**Clock routing**

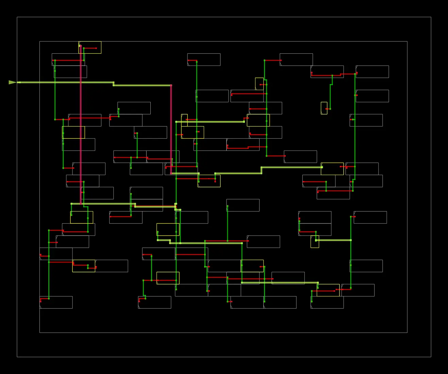
**Placement by cell class**

Fill, decap, tap and diode cells in gray.
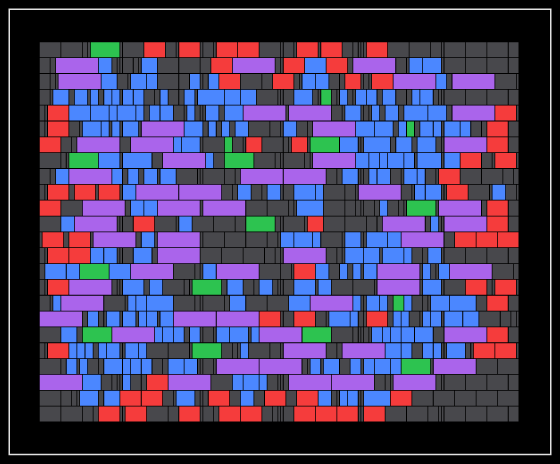
**Wiring by layer**

Scale bar: 20 µm. Only two layers are drawn.
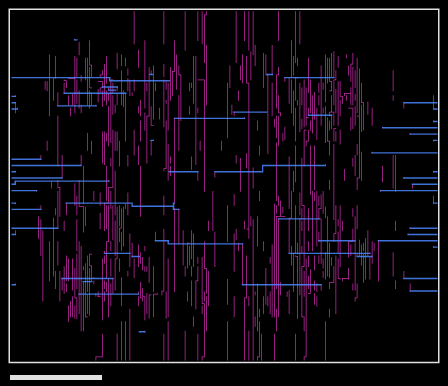
==> config.mk <==
export PLATFORM = sky130hd
export DESIGN_NAME = sync_pulse_multi
export DESIGN_NICKNAME = d
export VERILOG_FILES = /design/src/rtl/sync_pulse_multi.sv
export SDC_FILE = /design/constraint.sdc
export NUM_CORES = 1
export LEC_CHECK = 0
export CAP_MARGIN = 5
export CORE_ASPECT_RATIO = 0.8
export CORE_MARGIN = 5
export CORE_UTILIZATION = 49
export DETAILED_ROUTE_END_ITERATION = 8
export PLACE_DENSITY = 0.79
export SETUP_SLACK_MARGIN = 0.05
export SYNTH_ARGS = -nofsm -noshare
export SYNTH_HDL_FRONTEND = slang
export SYNTH_SLANG_ARGS = --single-unit
==> constraint.sdc <==
create_clock -name clk -period 2.3 [get_ports clk]
set_input_delay 0.345 -clock clk [delete_from_list [all_inputs] [get_ports clk]]
set_output_delay 0.345 -clock clk [all_outputs]
set_load 0.02 [all_outputs]
==> results.py <==
# Flow results
metrics = {
    "final_timing": {
        "report.final.slew_viol_count": 0,
        "tightest_slew_ns": 0.491,
        "finalCriticalPeriod_ns": 1.93,
        "setup_viol": 0,
        "finalHoldViolations": 0,
        "slew_headroom_pct": 67.2,
    },
    "clocking": {
        "holdBufCountCts": 0,
        "clock_latency_ns": 0.33,
        "cts_max_level": 3,
        "cts_tree": "built",
    },
    "pwr": {
        "leakage_nw": 1.23,
        "combPwrFrac_pct": 6.2,
        "switching_share_pct": 21.7,
    },
    "yosys": {
        "compound_area_share_pct": 18.2,
        "common_cells": "58 x dfxtp_1, 27 x nand2_1, 20 x nor2_1",
        "synth_cells": 298,
        "top_area_cell": "dfxtp_1",
        "edf_count": 0,
        "ys_cells": 298,
    },
    "floorplan": {
        "chipArea_mm2": 0.00706,
        "fp-utilization_pct": 49.9,
    },
    "final_layout": {
        "final_nets": 380,
        "drive_above_1_share_pct": 8.38,
    },
    "setup_path": {
        "worst_setup_path_end_kind": "flip-flop",
        "cp.required_ns": 2.54,
    },
    "placement": {
        "place_inst": 407,
    },
    "routing": {
        "drt-initial-drc-count": 113,
    },
    "outcome": {
        "outcome": "complete, no violations",
    },
    "grt": {
        "antenna_found_initial": 0,
    },
}
Back to the opening pictures, 'clock routing':
Clk. pwr: 0.846 mW
CLK BUF: 14
Sink Count: 58
FF+latch count: 58

Back to the opening pictures, 'placement by cell class':
[red] remaining buffers and delay cells | cells: 69 | share of their area: 20%
[green] clock drivers and dummy loads | cells: 16 | share of their area: 5.4%
[purple] registers | cells: 58 | share of their area: 34%
[blue] remaining logic cells | cells: 215 | share of their area: 40%
Seq area share: 33.5%
Layout Utilization: 64.5%
Core Region: 0.00538 mm²
Design Area, Final: 0.00347 mm²
row count: 24

Back to the opening pictures, 'wiring by layer':
[magenta] M2 | wire length: 2,860 µm
[blue] M3 | wire length: 452 µm
Routed Wire Length: 6080 µm
wire per inst: 14.4 µm
Total GRT Usage: 17.4%
vias: 2,426

-- cells in the final DEF (no fill, tap or decap), types with 5 or more instances in the layout --
cell	n
a21oi_1	13
a31oi_1	7
and4b_1	7
clkbuf_8	12
clkdlybuf4s50_1	65
dfxtp_1	58
ha_1	5
inv_1	7
nand2_1	27
nand2b_1	5
nand3_1	10
nor2_1	20
nor2b_1	13
nor3_1	5
o21ai_0	5
o31ai_1	8
o41ai_1	5
or2_2	5
or4_1	5
-- layout make-up --
class                   count  area [µm²]
clock buffers              14         173
clock inverters             2        10.0
fillers                   442        1910
inverters                   7        26.3
multi-input cells         208        1340
flip-flops and latches     58        1160
well taps                  65        81.3
repair buffers             69         681
-- per-stage QoR --
stage          setup WS, ns  cell area [µm²]  hold WS [ns]
2_1_floorplan         0.526             2680         0.414
3_3_place_gp          0.369             3290         0.417
3_5_place_dp          0.297             3290         0.428
4_1_cts               0.374             3470         0.443
5_1_grt               0.307             3470         0.461
6_report              0.372             3470         0.437
-- critical path, cell delays in order (launching register included) --
cell and delay [ns]:
dfxtp_1 0.34, inv_1 0.05, ha_1 0.25, buf_4 0.19, and4b_1 0.23, or2_1 0.31, and4_1 0.22, a211oi_1 0.25
-- per-layer routing --
| layer | track usage (%) | up-vias |
|---|---|---|
| met2 | 27.8 | 82 |
| met1 | 20.5 | 1128 |
| met5 | 0 | - |
| li1 | - | 1206 |
| met3 | 6.71 | 10 |
| met4 | 8.05 | 0 |
-- power groups by stage --
| stage | clock (mW) | sequential [mW] | combinational [mW] |
|---|---|---|---|
| floorplan | 0 | 1.05 | 0.0695 |
| global placement | 0 | 1.05 | 0.121 |
| detailed placement | 0 | 1.05 | 0.124 |
| CTS | 0.878 | 1.03 | 0.125 |
| global route | 0.921 | 1.03 | 0.137 |
| finish | 0.846 | 1.03 | 0.123 |
No activity file was given, so power comes from the tool's default toggle rates.
